run_1/layer_met3.png
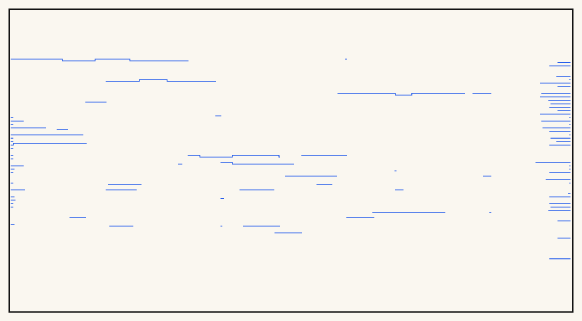
run_1/wires.png
Two of the layers only.
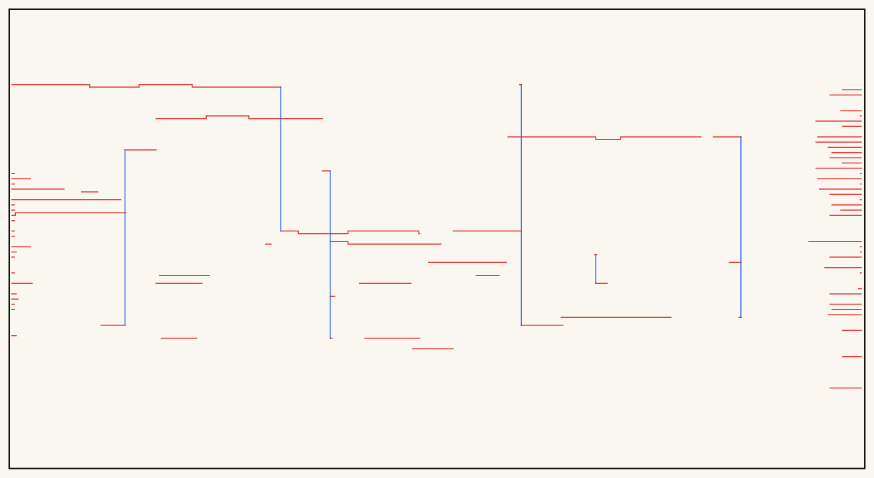
run_1/io_placement.png
Pins as bars across the die edge, other pins in gray.
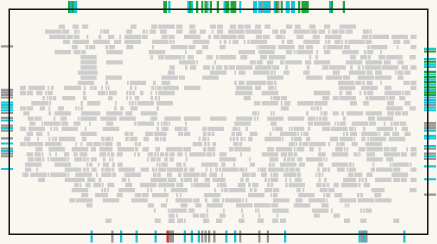
[src/rtl/alu_pkg.sv]
// Shared ALU definitions: multiplier FSM state encoding and default operand width.
package alu_pkg;

    localparam int unsigned MULT_W_DEFAULT = 32;

    typedef enum logic [1:0] {
        MULT_IDLE = 2'd0,
        MULT_BUSY = 2'd1,
        MULT_DONE = 2'd2
    } mult_state_e;

endpackage

[src/rtl/cla_32_bit.sv]
// 32-bit carry-lookahead adder: 4-bit lookahead groups, group carries chained via group G/P.
module cla_32_bit (
    input  logic [31:0] a,
    input  logic [31:0] b,
    input  logic        c0,
    output logic [31:0] sum,
    output logic        c_out
);

    logic [31:0] g;
    logic [31:0] p;
    logic [32:0] c;
    logic [8:0]  cg;
    logic [7:0]  gg;
    logic [7:0]  pg;

    assign g = a & b;
    assign p = a ^ b;

    always_comb begin
        c     = '0;
        cg    = '0;
        gg    = '0;
        pg    = '0;
        cg[0] = c0;
        for (int unsigned k = 0; k < 8; k++) begin
            c[4*k]   = cg[k];
            c[4*k+1] = g[4*k] | (p[4*k] & cg[k]);
            c[4*k+2] = g[4*k+1] | (p[4*k+1] & g[4*k])
                     | (p[4*k+1] & p[4*k] & cg[k]);
            c[4*k+3] = g[4*k+2] | (p[4*k+2] & g[4*k+1])
                     | (p[4*k+2] & p[4*k+1] & g[4*k])
                     | (p[4*k+2] & p[4*k+1] & p[4*k] & cg[k]);
            gg[k]    = g[4*k+3] | (p[4*k+3] & g[4*k+2])
                     | (p[4*k+3] & p[4*k+2] & g[4*k+1])
                     | (p[4*k+3] & p[4*k+2] & p[4*k+1] & g[4*k]);
            pg[k]    = &p[4*k +: 4];
            cg[k+1]  = gg[k] | (pg[k] & cg[k]);
        end
        c[32] = cg[8];
    end

    assign sum   = p ^ c[31:0];
    assign c_out = c[32];

endmodule

[src/rtl/seq_mult_ctrl.sv]
// Shift-add multiplier control: FSM, iteration counter, load/step/done strobes.
// MULT_EARLY_TERM_EN adds the early_done input and exposes cnt for the datapath shifter.
module seq_mult_ctrl
    import alu_pkg::*;
#(
    parameter int unsigned WIDTH = MULT_W_DEFAULT
) (
    input  logic                         clk,
    input  logic                         rst_n,
    input  logic                         in_valid,
    input  logic                         out_ready,
`ifdef MULT_EARLY_TERM_EN
    input  logic                         early_done,
    output logic [$clog2(WIDTH+1)-1:0]   cnt,
`endif
    output logic                         in_ready,
    output logic                         out_valid,
    output logic                         load,
    output logic                         step,
    output logic                         done
);

    localparam int unsigned CW = $clog2(WIDTH + 1);

    mult_state_e state;
    logic        last;

`ifdef MULT_EARLY_TERM_EN
    assign last = (cnt == CW'(1)) || early_done;
`else
    logic [CW-1:0] cnt;
    assign last = (cnt == CW'(1));
`endif

    assign load = in_valid && in_ready;

    // done pulses on entry to DONE; out_valid follows one cycle later, once out_p is captured
    always_ff @(posedge clk or negedge rst_n) begin
        if (!rst_n) begin
            state     <= MULT_IDLE;
            cnt       <= '0;
            in_ready  <= 1'b1;
            out_valid <= 1'b0;
            step      <= 1'b0;
            done      <= 1'b0;
        end else begin
            done <= 1'b0;
            case (state)
                MULT_IDLE: begin
                    if (load) begin
                        state    <= MULT_BUSY;
                        cnt      <= CW'(WIDTH);
                        in_ready <= 1'b0;
                        step     <= 1'b1;
                    end
                end
                MULT_BUSY: begin
                    cnt <= cnt - 1'b1;
                    if (last) begin
                        state <= MULT_DONE;
                        cnt   <= '0;
                        step  <= 1'b0;
                        done  <= 1'b1;
                    end
                end
                MULT_DONE: begin
                    if (done) begin
                        out_valid <= 1'b1;
                    end else if (out_valid && out_ready) begin
                        out_valid <= 1'b0;
                        in_ready  <= 1'b1;
                        state     <= MULT_IDLE;
                    end
                end
                default: begin
                    state <= MULT_IDLE;
                end
            endcase
        end
    end

endmodule

[src/rtl/seq_mult_32.sv]
// Multi-cycle unsigned shift-add multiplier built on cla_32_bit (behavioural '+' when WIDTH != 32).
// Define MULT_EARLY_TERM_EN to finish as soon as the remaining multiplier bits are all zero.
module seq_mult_32
    import alu_pkg::*;
#(
    parameter int unsigned WIDTH = MULT_W_DEFAULT
) (
    input  logic               clk,
    input  logic               rst_n,
    input  logic               in_valid,
    output logic               in_ready,
    input  logic [WIDTH-1:0]   in_a,
    input  logic [WIDTH-1:0]   in_b,
    output logic               out_valid,
    input  logic               out_ready,
    output logic [2*WIDTH-1:0] out_p,
    output logic               busy
);

    logic [WIDTH-1:0]   mcand;
    logic [2*WIDTH-1:0] prod;
    logic [WIDTH-1:0]   acc;
    logic [WIDTH-1:0]   add_sum;
    logic               add_cout;
    logic [2*WIDTH-1:0] prod_iter;
    logic [2*WIDTH-1:0] prod_next;
    logic               load;
    logic               step;
    logic               done;

    assign acc = prod[2*WIDTH-1:WIDTH];

    generate
        if (WIDTH == 32) begin : g_cla
            cla_32_bit u_cla (
                .a     (acc),
                .b     (mcand),
                .c0    (1'b0),
                .sum   (add_sum),
                .c_out (add_cout)
            );
        end else begin : g_behav
            assign {add_cout, add_sum} = {1'b0, acc} + {1'b0, mcand};
        end
    endgenerate

    always_comb begin
        prod_iter = '0;
        if (prod[0]) begin
            prod_iter = {add_cout, add_sum, prod[WIDTH-1:1]};
        end else begin
            prod_iter = {1'b0, acc, prod[WIDTH-1:1]};
        end
    end

`ifdef MULT_EARLY_TERM_EN
    localparam int unsigned CW = $clog2(WIDTH + 1);

    logic [CW-1:0]    cnt;
    logic [CW-1:0]    shamt;
    logic [WIDTH-2:0] rem_mask;
    logic             early_done;

    // After this cycle's iteration, cnt-1 multiplier bits remain in prod[cnt-1:1];
    // if they are all zero the outstanding iterations reduce to a plain right shift.
    always_comb begin
        shamt      = cnt - 1'b1;
        rem_mask   = ~({(WIDTH-1){1'b1}} << shamt);
        early_done = ((prod[WIDTH-1:1] & rem_mask) == '0);
        prod_next  = early_done ? (prod_iter >> shamt) : prod_iter;
    end
`else
    assign prod_next = prod_iter;
`endif

    seq_mult_ctrl #(
        .WIDTH (WIDTH)
    ) u_ctrl (
        .clk        (clk),
        .rst_n      (rst_n),
        .in_valid   (in_valid),
        .out_ready  (out_ready),
`ifdef MULT_EARLY_TERM_EN
        .early_done (early_done),
        .cnt        (cnt),
`endif
        .in_ready   (in_ready),
        .out_valid  (out_valid),
        .load       (load),
        .step       (step),
        .done       (done)
    );

    assign busy = step;

    always_ff @(posedge clk or negedge rst_n) begin
        if (!rst_n) begin
            mcand <= '0;
            prod  <= '0;
            out_p <= '0;
        end else begin
            if (load) begin
                mcand <= in_a;
                prod  <= {{WIDTH{1'b0}}, in_b};
            end else if (step) begin
                prod <= prod_next;
            end
            if (done) begin
                out_p <= prod;
            end
        end
    end

endmodule

[config.mk]
export PLATFORM = sky130hd
export DESIGN_NAME = seq_mult_32
export DESIGN_NICKNAME = d
export VERILOG_FILES = /design/src/rtl/alu_pkg.sv /design/src/rtl/cla_32_bit.sv /design/src/rtl/seq_mult_ctrl.sv /design/src/rtl/seq_mult_32.sv
export SDC_FILE = /design/constraint.sdc
export NUM_CORES = 1
export LEC_CHECK = 0
export CAP_MARGIN = 25
export CORE_AREA = 5 5 217 114
export CTS_CLUSTER_DIAMETER = 80
export DETAILED_ROUTE_END_ITERATION = 12
export DIE_AREA = 0 0 222 119
export GPL_ROUTABILITY_DRIVEN = 0
export SLEW_MARGIN = 0
export SYNTH_ARGS = -nofsm -noshare
export SYNTH_HDL_FRONTEND = slang
export SYNTH_SLANG_ARGS = --single-unit
[constraint.sdc]
create_clock -name clk -period 3.55 [get_ports clk]
set_input_delay 0.5325 -clock clk [delete_from_list [all_inputs] [get_ports clk]]
set_output_delay 0.5325 -clock clk [all_outputs]
set_load 0.01 [all_outputs]
==> results.yml, run 1 <==
# physical design summary
outcome:
  status: "completed"
critical_path:
  critical_path.max_stage_delay_ns: 0.42
  criticalPathCategory: "reg2reg"
final_timing:
  setup_viol: 0
  relSlewSlack_pct: 41.9
  fin_ws_ns: 0.335
  hold_viol_final: 0
  final.period_utilization_pct: 90.6
clock_tree:
  post-cts-setup-buffers: 0
  htreeDepth: 4
  cts.reportedPaths.clkPinSlew_ns: 0.07
yosys:
  numSynthFlops: 172
  ys_seq_share_pct: 50.0
  netlist_area_sq_um: 8610
global_routing:
  grtUsageTotal_pct: 16.4
  first_global_vias: 6391
  overflow: 0
  grt_pass1_wl_microns: 35200
cells_and_area:
  fin_util_pct: 48.5
  n_fill_cell: 2085
  final_cells: 1248
  syn2layout_area_growth_pct: 26.4
  n_antenna_cell: 0
  fin_nets: 1038
power:
  ir_drop_v: 0.000262
place:
  hpwl_microns: 14300
  dp_slack_ns: 0.261
floorplanning:
  core_sq_um: 22400
  fp_util_pct: 38.4
  pin_count: 135
detailed_routing:
  drtPass1Iterations: 4
  via_per_inst: 5.01
  wire_per_inst_microns: 17.0
flow_run:
  max_cap_viol_count: 0
-- layer_met3.png (at the start) --
nets with wire on the layer = 68
share of all routed wire = 3.6%
main direction = horizontal

-- wires.png (at the start) --
blue -> metal 4  # wire length 243 microns
red -> metal 3  # wire length 761 microns

-- io_placement.png (at the start) --
green -> in_b  # pins 32, direction input, edge 24 top, 8 right
red -> busy  # pins 1, direction output, edge bottom
cyan -> out_p  # pins 64, direction output, edge 22 top, 20 right, 13 bottom, 9 left
all pins by edge = 49 top, 36 right, 28 bottom, 22 left

-- run 1: where the power goes --
part,switching [mW],internal (mW),leakage [nW]
combinational,0.0500,0.0678,2.60
clock,0.797,1.19,0.304
sequential,0,1.96,2.18
total,0.847,3.21,5.09
-- run 1: cell usage in the layout (no fill, tap or decap), types with 3 or more instances in the layout --
| cell | n |
|---|---|
| nor3_1 | 6 |
| xnor2_1 | 13 |
| nand2b_1 | 8 |
| clkdlybuf4s50_1 | 133 |
| a211oi_1 | 17 |
| fa_1 | 8 |
| a21oi_1 | 30 |
| or2_2 | 4 |
| nand3_1 | 6 |
| mux2i_1 | 52 |
| nor2_1 | 36 |
| clkbuf_16 | 17 |
| or3_1 | 4 |
| a31oi_1 | 5 |
| inv_1 | 24 |
| and3_1 | 4 |
| buf_4 | 4 |
| bufinv_16 | 3 |
| ha_1 | 34 |
| a21o_1 | 5 |
| o211ai_1 | 3 |
| dfrtp_1 | 168 |
| nand2_1 | 145 |
| mux2_2 | 71 |
| o21ai_0 | 70 |
| clkbuf_8 | 4 |
| buf_12 | 3 |
-- run 1: metal layers --
metal / wire (microns) / track usage [%]
met3: 760 / 3.86
met2: 8340 / 21.9
met5: 0 / 0
met1: 11800 / 26.0
met4: 243 / 5.12
-- run 1: metrics by stage --
stage,hold WS (ns),instance area (sq um)
finish,0.0569,10900
global placement,0.465,10300
detailed placement,0.473,10300
global route,0.105,10900
floorplan,0.237,8610
CTS,0.0692,10900
-- run 1: flip-flops by register name (all words and copies together) (netlist names) --
| signal | count |
|---|---|
| out_p | 64 |
| u_ctrl.out_valid | 1 |
| mcand | 32 |
| u_ctrl.in_ready | 1 |
| u_ctrl.state | 2 |
| u_ctrl.cnt | 6 |
| u_ctrl.step | 1 |
| prod | 64 |
| u_ctrl.done | 1 |
-- run 1: worst paths after layout --
| kind | start | end | slack (ns) | cells after the start |
|---|---|---|---|---|
| max in group asynchronous | rst_n | prod[6] | 2.56 | 2 |
| hold reg to reg | mcand[9] | mcand[9] | 0.49 | 2 |
| setup / recovery | prod[34] | prod[47] | 0.34 | 12 |
| setup reg to reg | prod[34] | prod[47] | 0.34 | 12 |
| hold / removal | rst_n | prod[41] | 0.06 | 1 |
| min in group clk | mcand[9] | mcand[9] | 0.49 | 2 |
-- run 1: final cells by class --
| cell class | count | area [sq um] | area share, % |
|---|---|---|---|
| Clock buffer | 23 | 488 | 4.48 |
| Clock inverter | 9 | 134 | 1.23 |
| Inverter | 25 | 93.8 | 0.862 |
| Multi-Input combinational cell | 571 | 4040 | 37.1 |
| Sequential cell | 172 | 4310 | 39.6 |
| Tap cell | 307 | 384 | 3.53 |
| Timing Repair Buffer | 141 | 1430 | 13.2 |
-- run 1: what timing repair did --
action / CTS / global route
endpoints found under the setup margin: 0 / 1
resized: 0 / 2
endpoints found under the hold margin: 0 / 0
-- run 1: cells by family after synthesis --
| group | after synthesis | synth area share [%] |
|---|---|---|
| compound gates | 161 | 11.6 |
| simple gates | 230 | 11.6 |
| flops | 172 | 50.0 |
| mux | 123 | 15.3 |
| buf+inv | 67 | 3.20 |
| fa+ha+maj | 42 | 6.80 |
| xor+xnor | 15 | 1.53 |
--- run 2 (diff from run 1) ---
==> constraint.sdc (replaced) <==
create_clock -name clk -period 3.55 [get_ports clk]
set_input_delay 0.5325 -clock clk [delete_from_list [all_inputs] [get_ports clk]]
set_output_delay 0.5325 -clock clk [all_outputs]
set_load 0.1 [all_outputs]
==> run 2 against run 1 <==
Effect of this change: non-clock buffer count increased by 4; count of clock-buffer cells in the layout is 2 lower; highest routed layer unchanged; critical endpoint unchanged; hold slack gained 0.42 ns.
==> results.yml, run 2 <==
# physical design summary
floorplanning:
  pin_count: 135
  fp_util_pct: 38.4
clock_tree:
  cts.reportedPaths.clkPinSlew_ns: 0.06
  post-cts-setup-buffers: 0
  htreeDepth: 4
final_timing:
  fin_ws_ns: 0.260
  final.period_utilization_pct: 92.7
  relSlewSlack_pct: 30.3
place:
  hpwl_microns: 14700
  dp_slack_ns: 0.246
cells_and_area:
  top_regs: "out_p (64), prod (64), mcand (32)"
  syn2layout_area_growth_pct: 27.2
  fin_nets: 1042
  fin_area_sq_um: 11000
  final_cells: 1252
critical_path:
  criticalPathCategory: "reg2reg"
  reg2reg_depth: 12
detailed_routing:
  via_per_inst: 5.02
  wl_met1_microns: 11700
  wl_met2_microns: 8430
power:
  combPwrFrac_pct: 3.0
  clockPowerShare_pct: 49.0
  seq_power_share_pct: 47.9
  p_sw_mw: 0.841
  swShare_pct: 20.6
outcome:
  status: "completed"
yosys:
  netlist_area_sq_um: 8610
global_routing:
  first_global_vias: 6336
## run 2: what timing repair did
item,CTS,global route
hold buffers,0,1
endpoints found under the hold margin,0,10
gates resized,0,2
endpoints found under the setup margin,0,1
## run 2: routing by layer
layer,track usage [%],vias to the layer above
met5,0,-
li1,-,3082
met2,22.2,131
met3,4.67,15
met1,26.3,3061
met4,4.42,0
## run 2: cell families (layout without fill, tap and decap cells)
group	Yosys count	count (layout)	share of synthesized area [%]
AND/OR/NAND/NOR	230	230	11.6
multiplexers	123	123	15.3
XOR/XNOR	15	15	1.53
flip-flops	172	172	50.0
AND-OR/OR-AND	161	161	11.6
adder cells (fa/ha/maj)	42	42	6.80
buffers and inverters	67	202	3.20
## run 2: final cells by class
class / instances / area (sq um)
Fill cell: 2099 / 11500
Sequential cell: 172 / 4310
Multi-Input combinational cell: 571 / 4040
Timing Repair Buffer: 145 / 1500
Clock buffer: 21 / 460
Tap cell: 307 / 384
Clock inverter: 11 / 165
Inverter: 25 / 93.8
## run 2: worst paths after layout
check                          start               to  slack [ns]
min reg2reg                mcand[17]        mcand[17]        0.48
min in group clk           mcand[17]        mcand[17]        0.48
max in group asynchronous      rst_n  u_ctrl.in_ready        2.12
max reg2reg                 prod[34]         prod[47]        0.26
min                            rst_n        out_p[42]        0.48
max                         prod[34]         prod[47]        0.26
## run 2: critical path, cell delays in order, from the launching register on
cell,delay (ns)
dfrtp_1,0.42
ha_1,0.36
a41o_1,0.26
nor3b_2,0.16
or2_2,0.32
o21ai_2,0.20
o21ai_1,0.15
a21oi_2,0.20
nor2b_1,0.06
nor2_1,0.16
fa_1,0.41
mux2_2,0.27
a211oi_1,0.23
## run 2: power groups by stage
stage          Combinational [mW]  Clock [mW]  Sequential [mW]
3_5_place_dp                0.123           0             2.00
3_3_place_gp                0.124           0             2.00
6_report                    0.124        2.00             1.96
4_1_cts                     0.124        2.07             1.96
2_1_floorplan             0.00100           0             2.00
5_1_grt                     0.139        2.15             1.96
## run 2: through the flow
step                      total power [mW]  utilization [%]  hold WS (ns)
final                                 4.09             48.8         0.477
after global routing                  4.24             48.8         0.480
after CTS                             4.15             48.6         0.239
after detailed placement              2.12             45.8         0.472
after global placement                2.12             45.8         0.468
after floorplan                       2.00                -         0.237
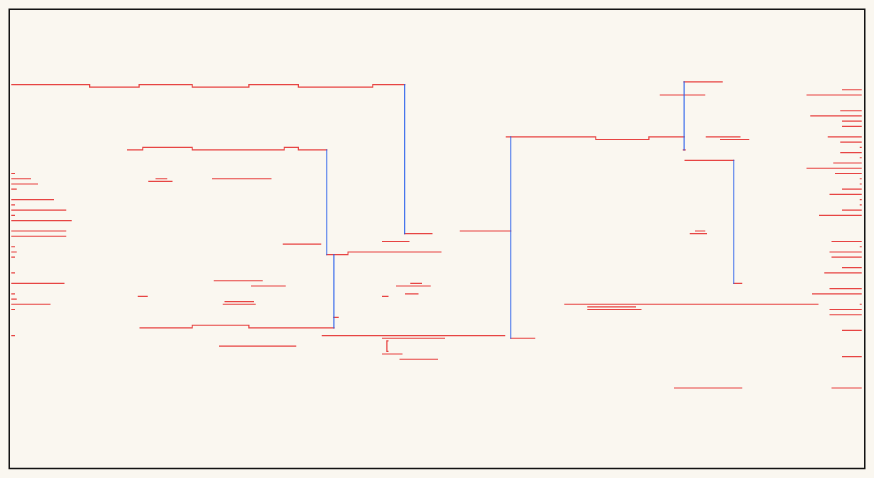
run_2/wires.png
Two of the layers only.
red -> metal 3  # wire length 1,010 microns
blue -> metal 4  # wire length 187 microns

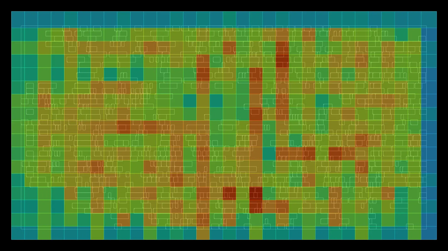
run_2/congestion.png
met1 Resource Use GR: 26.3%
routing usage on met2: 22.2%
Total GRT Usage: 16.7%
GRT busiest layer: met1

Power is estimated from default activity; no workload was simulated.
